### src/rtl/openila_capture_ctrl_if.sv
`default_nettype none
// ============================================================================
// Module  : openila_capture_ctrl_if
// Purpose : Control, memory and readout signals of the ILA capture sequencer.
// Rev     : 1.0  initial release
// ============================================================================
interface openila_capture_ctrl_if #(
  parameter int W_MEM  = 9,
  parameter int W_ADDR = 8
);
  logic              arm;
  logic              abort;
  logic [W_ADDR-1:0] cfg_pretrig;
  logic              trigger;
  logic [W_MEM-1:0]  din;
  logic              din_valid;
  logic              capture_en;
  logic [W_ADDR-1:0] mem_addr;
  logic              mem_wen;
  logic [W_MEM-1:0]  mem_wdata;
  logic [W_MEM-1:0]  mem_rdata;
  logic              rd_req;
  logic [W_MEM-1:0]  rd_data;
  logic              rd_valid;
  logic              rd_ready;
  logic              done;
  logic [2:0]        state;

  modport slave (
    input  arm, abort, cfg_pretrig, trigger, din, din_valid, mem_rdata, rd_req, rd_ready,
    output capture_en, mem_addr, mem_wen, mem_wdata, rd_data, rd_valid, done, state
  );

  modport master (
    output arm, abort, cfg_pretrig, trigger, din, din_valid, mem_rdata, rd_req, rd_ready,
    input  capture_en, mem_addr, mem_wen, mem_wdata, rd_data, rd_valid, done, state
  );
endinterface
`default_nettype wire

### src/rtl/openila_capture_ctrl.sv
`default_nettype none
// ============================================================================
// Module  : openila_capture_ctrl
// Purpose : Circular-buffer capture sequencer with pre-trigger window and
//           oldest-first valid/ready readout through a 2-entry skid buffer.
// Rev     : 1.0  initial release
// ============================================================================
module openila_capture_ctrl #(
  parameter int W_MEM  = 9,
  parameter int W_ADDR = 8
) (
  input  logic                   clk,
  input  logic                   rst,
  openila_capture_ctrl_if.slave  ctrl
);

  localparam logic [W_ADDR:0]   c_DEPTH = {1'b1, {W_ADDR{1'b0}}};
  localparam logic [W_ADDR:0]   c_ONE_C = {{W_ADDR{1'b0}}, 1'b1};
  localparam logic [W_ADDR-1:0] c_ONE_A = {{(W_ADDR-1){1'b0}}, 1'b1};

  typedef enum logic [2:0] {
    c_IDLE    = 3'd0,
    c_PRETRIG = 3'd1,
    c_WAIT    = 3'd2,
    c_POST    = 3'd3,
    c_DONE    = 3'd4,
    c_READ    = 3'd5
  } state_t;

  state_t            r_state;
  logic [W_ADDR-1:0] r_wptr;
  logic [W_ADDR-1:0] r_pre;
  logic [W_ADDR:0]   r_fill;
  logic [W_ADDR:0]   r_post;
  logic [W_ADDR-1:0] r_start;
  logic [W_ADDR-1:0] r_raddr;
  logic [W_ADDR:0]   r_rcnt;
  logic [W_ADDR:0]   r_left;
  logic              r_pend;
  logic [1:0]        r_cnt;
  logic [W_MEM-1:0]  r_buf0;
  logic [W_MEM-1:0]  r_buf1;

  logic              w_capturing;
  logic              w_wen;
  logic              w_pop;
  logic [2:0]        w_occ;
  logic              w_issue;
  logic [W_ADDR:0]   w_fill_nx;
  logic [W_ADDR:0]   w_post_init;

  assign w_capturing = (r_state == c_PRETRIG) || (r_state == c_WAIT) || (r_state == c_POST);
  assign w_wen       = ctrl.din_valid & w_capturing;
  assign w_pop       = (r_cnt != 2'd0) & ctrl.rd_ready;
  // Occupancy counts the word in flight from memory so the buffer never overflows.
  assign w_occ       = {1'b0, r_cnt} + {2'b00, r_pend};
  assign w_issue     = (r_state == c_READ) && (r_rcnt != '0) && (r_cnt != 2'd2)
                       && ((w_occ - {2'b00, w_pop}) < 3'd2);
  assign w_fill_nx   = r_fill + c_ONE_C;
  assign w_post_init = c_DEPTH - {1'b0, r_pre};

  assign ctrl.capture_en = w_capturing;
  assign ctrl.mem_wen    = w_wen;
  assign ctrl.mem_wdata  = ctrl.din;
  assign ctrl.mem_addr   = (r_state == c_READ) ? r_raddr : r_wptr;
  assign ctrl.rd_data    = r_buf0;
  assign ctrl.rd_valid   = (r_cnt != 2'd0);
  assign ctrl.done       = (r_state == c_DONE);
  assign ctrl.state      = r_state;

  always_ff @(posedge clk) begin
    if (rst) begin
      r_state <= c_IDLE;
      r_wptr  <= '0;
      r_pre   <= '0;
      r_fill  <= '0;
      r_post  <= '0;
      r_start <= '0;
      r_raddr <= '0;
      r_rcnt  <= '0;
      r_left  <= '0;
      r_pend  <= 1'b0;
      r_cnt   <= 2'd0;
      r_buf0  <= '0;
      r_buf1  <= '0;
    end else begin
      if (w_wen) r_wptr <= r_wptr + c_ONE_A;

      if (r_pend && w_pop) begin
        if (r_cnt == 2'd1) begin
          r_buf0 <= ctrl.mem_rdata;
        end else begin
          r_buf0 <= r_buf1;
          r_buf1 <= ctrl.mem_rdata;
        end
      end else if (r_pend) begin
        if (r_cnt == 2'd0) r_buf0 <= ctrl.mem_rdata;
        else               r_buf1 <= ctrl.mem_rdata;
      end else if (w_pop) begin
        r_buf0 <= r_buf1;
      end
      r_cnt  <= r_cnt + {1'b0, r_pend} - {1'b0, w_pop};
      r_pend <= w_issue;

      if (ctrl.abort) begin
        r_state <= c_IDLE;
        r_cnt   <= 2'd0;
        r_pend  <= 1'b0;
        r_rcnt  <= '0;
        r_left  <= '0;
      end else begin
        case (r_state)
          c_IDLE, c_DONE: begin
            if (ctrl.arm) begin
              r_pre   <= ctrl.cfg_pretrig;
              r_wptr  <= '0;
              r_fill  <= '0;
              r_state <= c_PRETRIG;
            end else if ((r_state == c_DONE) && ctrl.rd_req) begin
              r_raddr <= r_start;
              r_rcnt  <= c_DEPTH;
              r_left  <= c_DEPTH;
              r_state <= c_READ;
            end
          end
          c_PRETRIG: begin
            if (w_wen && (r_fill != c_DEPTH)) r_fill <= w_fill_nx;
            if ((r_pre == '0) || (ctrl.din_valid && (w_fill_nx == {1'b0, r_pre})))
              r_state <= c_WAIT;
          end
          c_WAIT: begin
            if (w_wen && (r_fill != c_DEPTH)) r_fill <= w_fill_nx;
            if (ctrl.trigger) begin
              // Oldest kept word sits pre entries behind the trigger word's slot.
              r_start <= r_wptr - r_pre;
              if (ctrl.din_valid) begin
                r_post  <= w_post_init - c_ONE_C;
                r_state <= (w_post_init == c_ONE_C) ? c_DONE : c_POST;
              end else begin
                r_post  <= w_post_init;
                r_state <= c_POST;
              end
            end
          end
          c_POST: begin
            if (ctrl.din_valid) begin
              r_post <= r_post - c_ONE_C;
              if (r_post == c_ONE_C) r_state <= c_DONE;
            end
          end
          c_READ: begin
            if (w_issue) begin
              r_raddr <= r_raddr + c_ONE_A;
              r_rcnt  <= r_rcnt - c_ONE_C;
            end
            if (w_pop) begin
              r_left <= r_left - c_ONE_C;
              if (r_left == c_ONE_C) begin
                r_state <= c_IDLE;
                r_cnt   <= 2'd0;
                r_pend  <= 1'b0;
              end
            end
          end
          default: r_state <= c_IDLE;
        endcase
      end
    end
  end

endmodule
`default_nettype wire

### src/flat_wrapper.sv
// flat-port wrapper written by rule: the top's interface ports become plain ports
module openila_capture_ctrl_flat 
#(
  parameter int W_MEM  = 9,
  parameter int W_ADDR = 8
)
  (clk, rst, ctrl_arm, ctrl_abort, ctrl_cfg_pretrig, ctrl_trigger, ctrl_din, ctrl_din_valid, ctrl_mem_rdata, ctrl_rd_req, ctrl_rd_ready, ctrl_capture_en, ctrl_mem_addr, ctrl_mem_wen, ctrl_mem_wdata, ctrl_rd_data, ctrl_rd_valid, ctrl_done, ctrl_state);
  openila_capture_ctrl_if #(.W_MEM(W_MEM), .W_ADDR(W_ADDR)) ctrl_i ();
  input  logic clk;
  input  logic rst;
  input wire logic [$bits(ctrl_i.arm)-1:0] ctrl_arm;
  input wire logic [$bits(ctrl_i.abort)-1:0] ctrl_abort;
  input wire logic [$bits(ctrl_i.cfg_pretrig)-1:0] ctrl_cfg_pretrig;
  input wire logic [$bits(ctrl_i.trigger)-1:0] ctrl_trigger;
  input wire logic [$bits(ctrl_i.din)-1:0] ctrl_din;
  input wire logic [$bits(ctrl_i.din_valid)-1:0] ctrl_din_valid;
  input wire logic [$bits(ctrl_i.mem_rdata)-1:0] ctrl_mem_rdata;
  input wire logic [$bits(ctrl_i.rd_req)-1:0] ctrl_rd_req;
  input wire logic [$bits(ctrl_i.rd_ready)-1:0] ctrl_rd_ready;
  output wire logic [$bits(ctrl_i.capture_en)-1:0] ctrl_capture_en;
  output wire logic [$bits(ctrl_i.mem_addr)-1:0] ctrl_mem_addr;
  output wire logic [$bits(ctrl_i.mem_wen)-1:0] ctrl_mem_wen;
  output wire logic [$bits(ctrl_i.mem_wdata)-1:0] ctrl_mem_wdata;
  output wire logic [$bits(ctrl_i.rd_data)-1:0] ctrl_rd_data;
  output wire logic [$bits(ctrl_i.rd_valid)-1:0] ctrl_rd_valid;
  output wire logic [$bits(ctrl_i.done)-1:0] ctrl_done;
  output wire logic [$bits(ctrl_i.state)-1:0] ctrl_state;
  assign ctrl_i.arm = ctrl_arm;
  assign ctrl_i.abort = ctrl_abort;
  assign ctrl_i.cfg_pretrig = ctrl_cfg_pretrig;
  assign ctrl_i.trigger = ctrl_trigger;
  assign ctrl_i.din = ctrl_din;
  assign ctrl_i.din_valid = ctrl_din_valid;
  assign ctrl_i.mem_rdata = ctrl_mem_rdata;
  assign ctrl_i.rd_req = ctrl_rd_req;
  assign ctrl_i.rd_ready = ctrl_rd_ready;
  assign ctrl_capture_en = ctrl_i.capture_en;
  assign ctrl_mem_addr = ctrl_i.mem_addr;
  assign ctrl_mem_wen = ctrl_i.mem_wen;
  assign ctrl_mem_wdata = ctrl_i.mem_wdata;
  assign ctrl_rd_data = ctrl_i.rd_data;
  assign ctrl_rd_valid = ctrl_i.rd_valid;
  assign ctrl_done = ctrl_i.done;
  assign ctrl_state = ctrl_i.state;
  openila_capture_ctrl #(.W_MEM(W_MEM), .W_ADDR(W_ADDR)) u_core (.clk(clk), .rst(rst), .ctrl(ctrl_i));
endmodule
### config.mk
export PLATFORM = sky130hd
export DESIGN_NAME = openila_capture_ctrl_flat
export DESIGN_NICKNAME = d
export VERILOG_FILES = /design/src/rtl/openila_capture_ctrl_if.sv /design/src/rtl/openila_capture_ctrl.sv /design/src/flat_wrapper.sv
export SDC_FILE = /design/constraint.sdc
export NUM_CORES = 1
export LEC_CHECK = 0
export CORE_UTILIZATION = 51
export CTS_CLUSTER_SIZE = 10
export DETAILED_ROUTE_END_ITERATION = 12
export PLACE_DENSITY_LB_ADDON = 0.25
export SLEW_MARGIN = 10
export SYNTH_ARGS = -nofsm -noshare
export SYNTH_HDL_FRONTEND = slang
export SYNTH_SLANG_ARGS = --single-unit
### constraint.sdc
create_clock -name clk -period 3.3 [get_ports clk]
set_input_delay 0.66 -clock clk [delete_from_list [all_inputs] [get_ports clk]]
set_output_delay 0.66 -clock clk [all_outputs]
set_load 0.05 [all_outputs]
==> out/results.txt, run 1 <==
outcome = complete, no violations
Cell variety after synth = 74
NumNets Final = 813
EDFF count, synth = 0
Hold EP = u_core.r_post[5]
register share after synthesis = 32.98%
CP required = 3.60 ns
area delta synth->final = 14.65%
hold_buf cts = 0
reg2reg setup slack = 0.22 ns
DP Cell Count = 880
Hold/Removal Path Class = reg2reg
pre-CTS WS = -0.2327 ns
Antenna Nets Post-Route = 0
IO Port Bufs = 48
clock root buffer master = clkbuf_8
gpl congestion = 0.8735
die area = 11,370 µm²
via count of the first global-routing pass = 4,841
postcts setup bufs = 0
io pins = 67
leakage = 2.480 nW
Hold Startpoint = u_core.r_post[5]
Top cell excl fill/tap = dfxtp_1
Worst-path clk slew = 0.10 ns
core area = 10,460 µm²
initial antenna violation count = 0
drt first pass iters = 6
syn avg cell area = 7.821 µm²
RR Startpoint = u_core.r_cnt[0]
Vias/cell = 5.712
Die H = 106.6 µm
WHS Path Cells = 2
PwrDens = 346.8 nW/µm²
Iteration-0 DRC Markers = 296
total global-route track usage = 24.97%
Critical Path Start = u_core.r_cnt[0]
drt drc = 0
share of post-route cells with drive strength above 1 = 8.026%
chip area in the Yosys report = 5584 µm²
largest net degree at the start of global routing = 34
worst-case clock buffer depth = 2
Worst Path Max Fanout = 5
global-route wire length before repair = 22.67 mm
CP Launch Type = flop
clock buffer count from CTS = 9
max-cap violations = 0
TritonCTS clock tree = built
Syn Inst Count = 714
final worst setup slack = 0.2179 ns
# rows = 37
Commonest flop = dfxtp_1
minimum clock period = 3.082 ns
post-DP HPWL = 10.15 mm
ant diodes = 0
Worst-Margin Slew = 0.7327 ns
fin. max-slew vios = 0
fraction of registers with async set/reset = 0%
Die X = 106.6 µm
Peak supply drop = 0.2157 mV
CP arrival = 3.38 ns
Mapped Nets = 772
achievable frequency = 0.3245 GHz
endpoints failing hold = 0
r2r endpoint = u_core.r_rcnt[6]
Worst slew margin = 51.15%
H-tree levels = 3
Clock Sink Count = 92
Finished Layout Cells = 896
Critical Path End Type = flop
Tcrit/Tclk final = 93.40%
final setup violation count = 0
synthesized area = 5584 µm²
Congestion Overflow GR = 0
OpenROAD warning count = 32
CP Class = reg2reg
synth warn = 0
Synth flops = 92
Floorplan Utilization = 53.37%
ys cells = 714
RSZ-0062 raised after global routing = no
worst r2r path cells = 14
Top Layout Cells = dfxtp_1 (92), nand2_1 (87), nor2_1 (78), a21oi_1 (56), clkdlybuf4s50_1 (44)
run 1: logic make-up after synthesis:
kind of cell | share of synthesized area, %
and+or+nand+nor | 27.58
AOI/OAI and AO/OA | 17.81
DFF | 32.98
buffers and inverters | 5.691
xor gates and xnor gates | 5.803
muxes | 4.481
adders and majority gates | 5.646
run 1: metal layers:
layer  track usage [%]  share of wire, %  vias to the layer above
li1                  -                 -                     2596
met1             31.70                46                     2371
met2             41.38                47                      123
met3             3.587               4.2                       28
met4             12.43               2.8                        0
met5                 0                 0                        -
run 1: how the worst max path moves through the flow:
stage | to | cells after the start
after floorplan | u_core.r_rcnt[6] | 13
after global placement | u_core.r_rcnt[6] | 14
after detailed placement | u_core.r_rcnt[6] | 14
after CTS | u_core.r_rcnt[6] | 14
after global routing | u_core.r_rcnt[6] | 14
final | u_core.r_rcnt[6] | 14
run 1: report_power, final:
group          leakage (nW)  switching (mW)  internal, mW
clock network        0.0975           0.451         0.292
logic                  1.64           0.190         0.144
registers             0.742          0.0223          1.12
total                  2.48           0.663          1.56
run 1: Yosys cell counts (all sizes together) (7+ instances only):
master / n / area [µm²]
and3: 8 / 50.05
nor3b: 7 / 57.55
nand4: 12 / 75.07
inv: 31 / 116.4
clkbuf: 25 / 93.84
a211oi: 17 / 140.1
a21oi: 56 / 280.3
nand2b: 9 / 56.30
nor2b: 7 / 43.79
nand3: 21 / 105.1
xor2: 20 / 175.2
buf: 16 / 107.6
dfxtp: 92 / 1842
nor3: 25 / 130.1
nand3b: 11 / 82.58
o21ai: 37 / 192.7
or3: 12 / 81.33
nand2: 87 / 326.6
mux2i: 25 / 250.2
ha: 22 / 275.3
nor2: 78 / 292.8
xnor2: 17 / 148.9
run 1: area by class of cell:
cell class	instances	area [µm²]
inverter	31	116.4
tap	136	170.2
clock buffer	9	123.9
multi-input combinational	550	3428
fill	955	4060
sequential	92	1842
clock inverter	7	68.82
timing repair buffer	71	653.1
run 1: sequential cells by signal, indices dropped and copies added, names as in the netlist:
register	count
u_core.r_start	8
u_core.ctrl.rd_data	9
u_core.r_rcnt	9
u_core.r_pre	8
u_core.r_post	9
u_core.r_pend	1
u_core.r_raddr	8
u_core.r_fill	9
u_core.r_cnt	2
u_core.r_wptr	8
u_core.r_buf1	9
u_core.r_left	9
u_core.ctrl.state	3
run 1: through the flow:
step | power [mW] | hold WS (ns) | cell area (µm²) | TNS, ns
6_report | 2.220 | 0.4753 | 6402 | 0
3_5_place_dp | 1.500 | 0.4592 | 6206 | -1.990
4_1_cts | 2.239 | 0.4730 | 6399 | 0
3_3_place_gp | 1.495 | 0.4449 | 6206 | -0.8665
2_1_floorplan | 1.429 | 0.4321 | 5584 | 0
5_1_grt | 2.323 | 0.5031 | 6402 | 0
run 1: timing repair:
item	CTS	global route
endpoints found under the hold margin	0	0
endpoints found under the setup margin	0	2
resized	0	1
run 1: critical path: stages, from the launching register on:
cell,delay (ns)
dfxtp_1,0.37
or2_2,0.32
nand2_1,0.09
inv_1,0.06
ha_1,0.26
inv_1,0.06
ha_1,0.13
inv_1,0.05
fa_1,0.50
o21ai_0,0.13
o21ai_1,0.19
buf_4,0.14
nand4_1,0.10
or4_1,0.44
a21oi_1,0.17
Run 1, placement by cell class:
Scale bar: 20 µm.
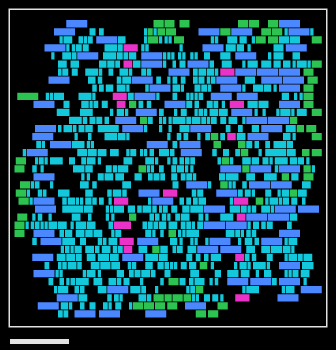
Cyan is all other logic, cells 581, share of their area 57%. Green is other buffers and delay cells, cells 71, share of their area 10%. Blue is flip-flops, cells 92, share of their area 30%. Magenta is clock drivers and dummy loads, cells 16, share of their area 3.1%.

Run 1, routing congestion:
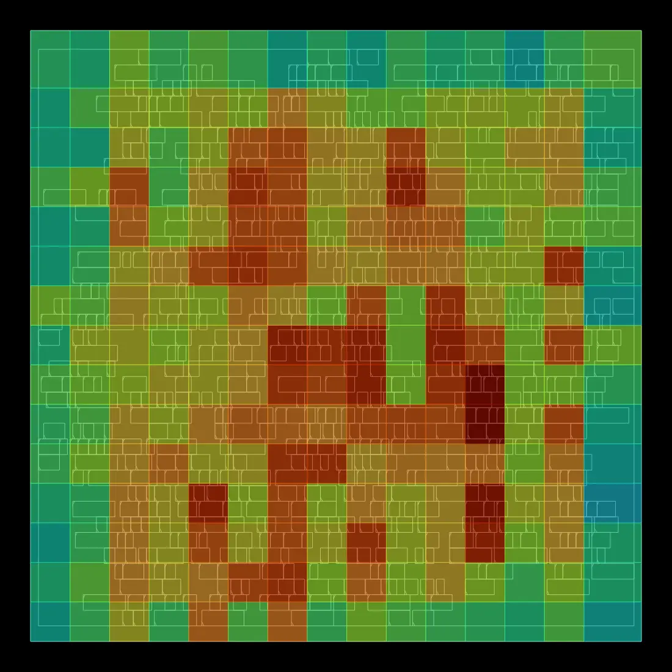
Most Used Layer, Global Route: met2
fin util: 61.19%

Run 1, clock distribution:
Scale bar: 20 µm.
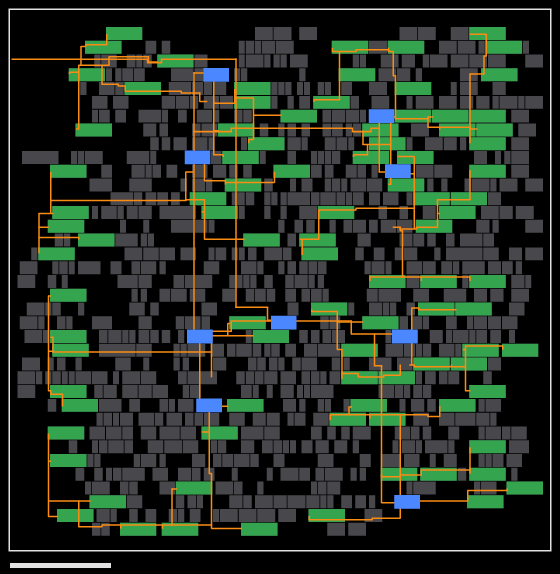
Green is flip-flops, count 92. Orange is clock wires, length 1,160 µm. Blue is cells driving clock nets, count 9.
There are 10 routed clock nets. Position of the flops: all over the die.
worst skew pair latency: 0.38 ns
clock skew: 0.009589 ns
Power Clock: 0.743 mW

Run 1, routed metal per tile:
Scale bar: 20 µm. 21 x 21 tiles, from dark blue (low) to red (high), scaled to the fullest tile. Values are wire area over tile area, all layers added.
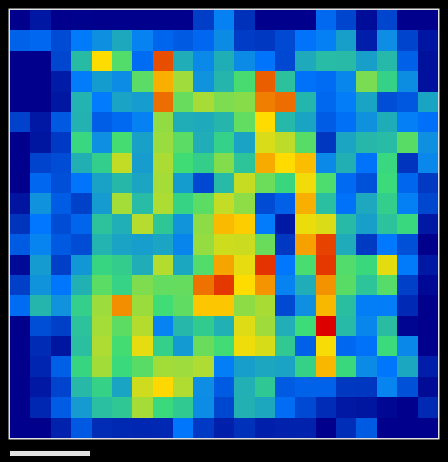
The emptiest ninth of the die: north-west. The fullest tile reaches 0.55. 25% of the tiles are over half the peak.
Routed WL: 13.50 mm
routed vias: 5,118
WL/cell: 15.07 µm

## Run 2: what changed since run 1
--- a/config.mk
+++ b/config.mk
@@ -5,6 +5,7 @@
 export SDC_FILE = /design/constraint.sdc
 export NUM_CORES = 1
 export LEC_CHECK = 0
+export CORE_ASPECT_RATIO = 1.1
 export CORE_UTILIZATION = 51
 export CTS_CLUSTER_SIZE = 10
 export DETAILED_ROUTE_END_ITERATION = 12
Run 2, routing congestion:
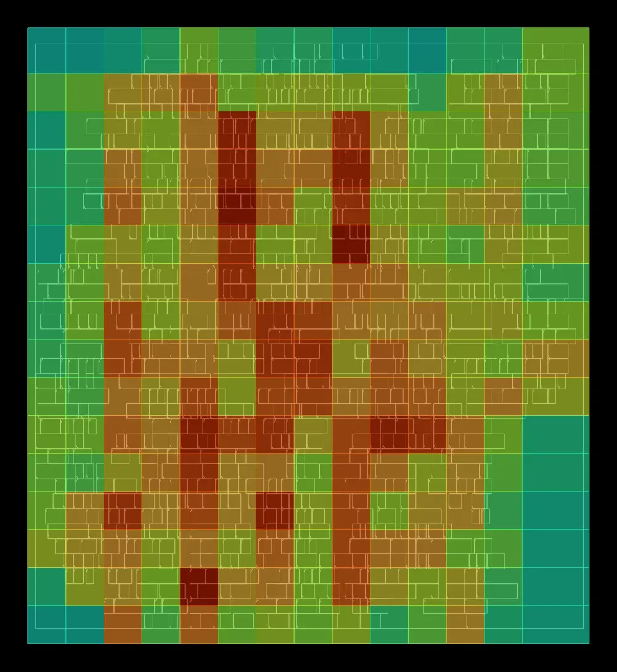
met3 Track Usage GR: 4.708%
total global-route track usage: 25.48%
WL/cell: 15.14 µm
fin util: 61.54%
GR Util met2: 43.96%

Run 2, clock distribution:
Scale bar: 20 µm.
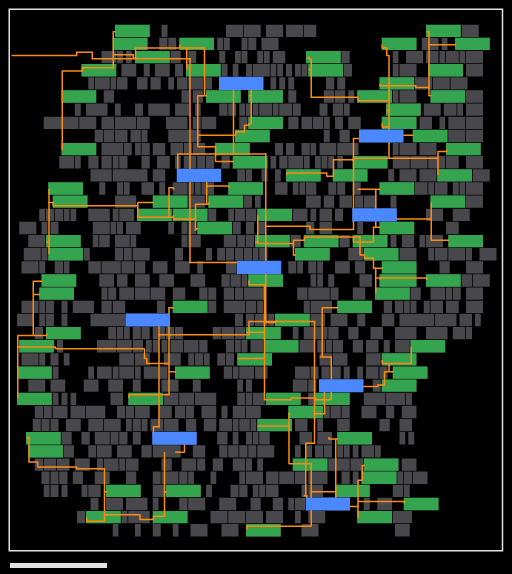
Orange is clock wires, length 1,120 µm. Blue is cells driving clock nets, count 9. Green is flip-flops, count 92.
Position of the flops: all over the die.
clock skew: 0.005632 ns
Power Clock: 0.992 mW
worst skew pair latency: 0.35 ns
Clock Power Share: 40.1%

==> run 2 against run 1 <==
Effect of this change:
- utilization is 0.34 points higher
- count of clock-buffer cells in the layout stayed put
- die size barely moved
- setup slack improved by 0.0024 ns
- worst hold slack worse by 0.025 ns
- synthesized area stayed put
- first-iteration DRC count rose by 26%
- cell count increased by 0.56%
- register-to-register slack better by 0.04 ns
- routed wire length up 1.0%
- sequential power hardly changed
- critical path depth unchanged
- critical path type is now in2reg
- critical endpoint unchanged
- largest cell class unchanged
==> out/results.txt, run 2 <==
Worst-Margin Slew = 1.085 ns (+0.3522 ns)
Floorplan Utilization = 52.98% (-0.39 points)
Mapped Nets = 772 (unchanged)
Antenna Nets Post-Route = 0 (unchanged)
Worst Path Max Fanout = 6 (+1)
final setup violation count = 0 (unchanged)
share of post-route cells with drive strength above 1 = 7.784% (-0.24 points)
worst r2r path cells = 14 (unchanged)
Hold/Removal Path Class = reg2reg
Congestion Overflow GR = 0 (unchanged)
postcts setup bufs = 0 (unchanged)
area delta synth->final = 16.16%
final std cell area, no fill = 6486 µm² (+1.3%)
biggest area cells = dfxtp_1 (33%), nand2_1 (5.8%), nor2_1 (5.2%)
NumNets Final = 811 (-0.25%)
CP Launch Type = input pin
Sw Ratio = 27.67% (-2.2 points)
initial antenna violation count = 0 (unchanged)
Synth top cells by count = dfxtp_1 (92), nand2_1 (87), nor2_1 (78)
Post-DP Area = 6200 µm² (-0.10%)
die area = 11,370 µm² (about the same)
RR Startpoint = u_core.r_cnt[1]
Filler cells = 984 (+3.0%)
Die H = 111.7 µm (+4.8%)
PwrDens = 381.1 nW/µm² (+9.9%)
outcome = complete, no violations
Critical Path End Type = flop
reg2reg setup slack = 0.26 ns (+0.04 ns)
Routed WL = 13.64 mm (+1.0%)
Syn Inst Count = 714 (unchanged)
Clock Sink Count = 92 (unchanged)
global-route wire length before repair = 23.16 mm (+2.2%)
RSZ-0062 raised after global routing = no
fraction of registers with async set/reset = 0% (unchanged)
Top Layout Cells = dfxtp_1 (91), nand2_1 (87), nor2_1 (78), a21oi_1 (56), clkdlybuf4s50_1 (44)
leakage = 2.512 nW (+1.3%)
Hold EP = u_core.r_start[4]
max-cap violations = 0 (unchanged)
CP Class = in2reg
Commonest flop = dfxtp_1
register share after synthesis = 32.98% (unchanged)
endpoints failing hold = 0 (unchanged)
clock root buffer master = clkbuf_16
via count of the first global-routing pass = 4,988 (+3.0%)
P_int = 1.788 mW (+15%)
post-DP HPWL = 10.05 mm (-0.97%)
# rows = 39 (+5.4%)
achievable frequency = 0.3247 GHz (about the same)
gpl congestion = 0.8344 (-4.5%)
Hold Startpoint = u_core.r_start[4]
synth warn = 0 (unchanged)
largest net degree at the start of global routing = 34 (unchanged)
PostCTS Resize Cnt = 0 (unchanged)
io pins = 67 (unchanged)
chip area in the Yosys report = 5584 µm² (unchanged)
Top cell excl fill/tap = dfxtp_1
Synth flops = 92 (unchanged)
minimum clock period = 3.080 ns (-0.002373 ns)
worst-case clock buffer depth = 2 (unchanged)
drt drc = 0 (unchanged)
hold_buf cts = 0 (unchanged)
fin. max-slew vios = 0 (unchanged)
drt first pass iters = 8 (+2)
synthesized area = 5584 µm² (unchanged)
Vias/cell = 5.798 (+1.5%)
IO Port Bufs = 48 (unchanged)
Area leader share = 32.98% (unchanged)
core area = 10,540 µm² (+0.74%)
syn avg cell area = 7.821 µm² (unchanged)
Logic pwr share = 13.6% (-1.4 points)
Seq pwr share = 46.2% (-5.3 points)
ys cells = 714 (unchanged)
Worst slew margin = 27.19% (-24 points)
Iteration-0 DRC Markers = 372 (+26%)
Die X = 101.8 µm (-4.6%)
EDFF count, synth = 0 (unchanged)
TritonCTS clock tree = built
final worst setup slack = 0.2203 ns (+0.002373 ns)
OpenROAD warning count = 32 (unchanged)
==> run 2: cell counts after synthesis <==
Identical to the previous run, type by type.
==> run 2: worst max path at each step <==
stage / start / end / slack [ns] / cells after the start
2_1_floorplan: u_core.r_cnt[1] / u_core.r_rcnt[6] / 0.05 / 13
3_3_place_gp: ctrl_rd_ready / u_core.r_rcnt[6] / -0.05 / 14
3_5_place_dp: ctrl_rd_ready / u_core.r_rcnt[6] / -0.18 / 14
4_1_cts: ctrl_rd_ready / u_core.r_rcnt[6] / 0.17 / 14
5_1_grt: ctrl_rd_ready / u_core.r_rcnt[6] / 0.02 / 14
6_report: ctrl_rd_ready / u_core.r_rcnt[6] / 0.22 / 14
==> run 2: stage by stage <==
stage / hold WS, ns / cells / total power, mW
2_1_floorplan: 0.4321 / 714 / 1.429
3_3_place_gp: 0.4418 / 885 / 1.494
3_5_place_dp: 0.4448 / 885 / 1.501
4_1_cts: 0.4527 / 901 / 2.486
5_1_grt: 0.4849 / 901 / 2.576
6_report: 0.4502 / 901 / 2.472
==> run 2: cell type report <==
cell class / count / area (µm²) / area share (%)
multi-input combinational: 550 / 3425 / 52.80
sequential: 92 / 1843 / 28.41
timing repair buffer: 69 / 638.1 / 9.838
clock buffer: 9 / 225.2 / 3.472
tap: 143 / 178.9 / 2.758
inverter: 31 / 116.4 / 1.794
clock inverter: 7 / 60.06 / 0.9259
==> run 2: cell families after synthesis <==
group / Yosys count / synth area share, %
AOI/OAI and AO/OA: 156 / 17.81
xor gates and xnor gates: 37 / 5.803
adders and majority gates: 24 / 5.646
buffers and inverters: 72 / 5.691
DFF: 92 / 32.98
muxes: 25 / 4.481
and+or+nand+nor: 308 / 27.58
==> run 2: routing by layer <==
metal	routed length (µm)	GRT usage, %	part of all wire, %	up-vias
met4	430	10.92	3.2	0
li1	-	-	-	2586
met5	0	0	0	-
met1	5789	30.47	42	2459
met3	623	4.708	4.6	29
met2	6800	43.96	50	150
==> run 2: power groups by stage <==
stage	Combinational [mW]	Clock [mW]	Sequential [mW]
floorplan	0.264	0	1.17
global placement	0.326	0	1.17
detailed placement	0.333	0	1.17
CTS	0.336	1.01	1.14
global route	0.371	1.06	1.14
finish	0.337	0.992	1.14
==> run 2: critical path: stages <==
cell	delay, ns
clkdlybuf4s50_1	0.45
nand2_1	0.06
inv_1	0.08
ha_1	0.23
inv_1	0.06
ha_1	0.13
inv_1	0.05
fa_1	0.50
o21ai_1	0.09
o21ai_0	0.18
buf_4	0.17
nand4_1	0.11
or4_1	0.42
a21oi_1	0.17
Power figures rest on the tool's default switching activity, not on a simulated workload.
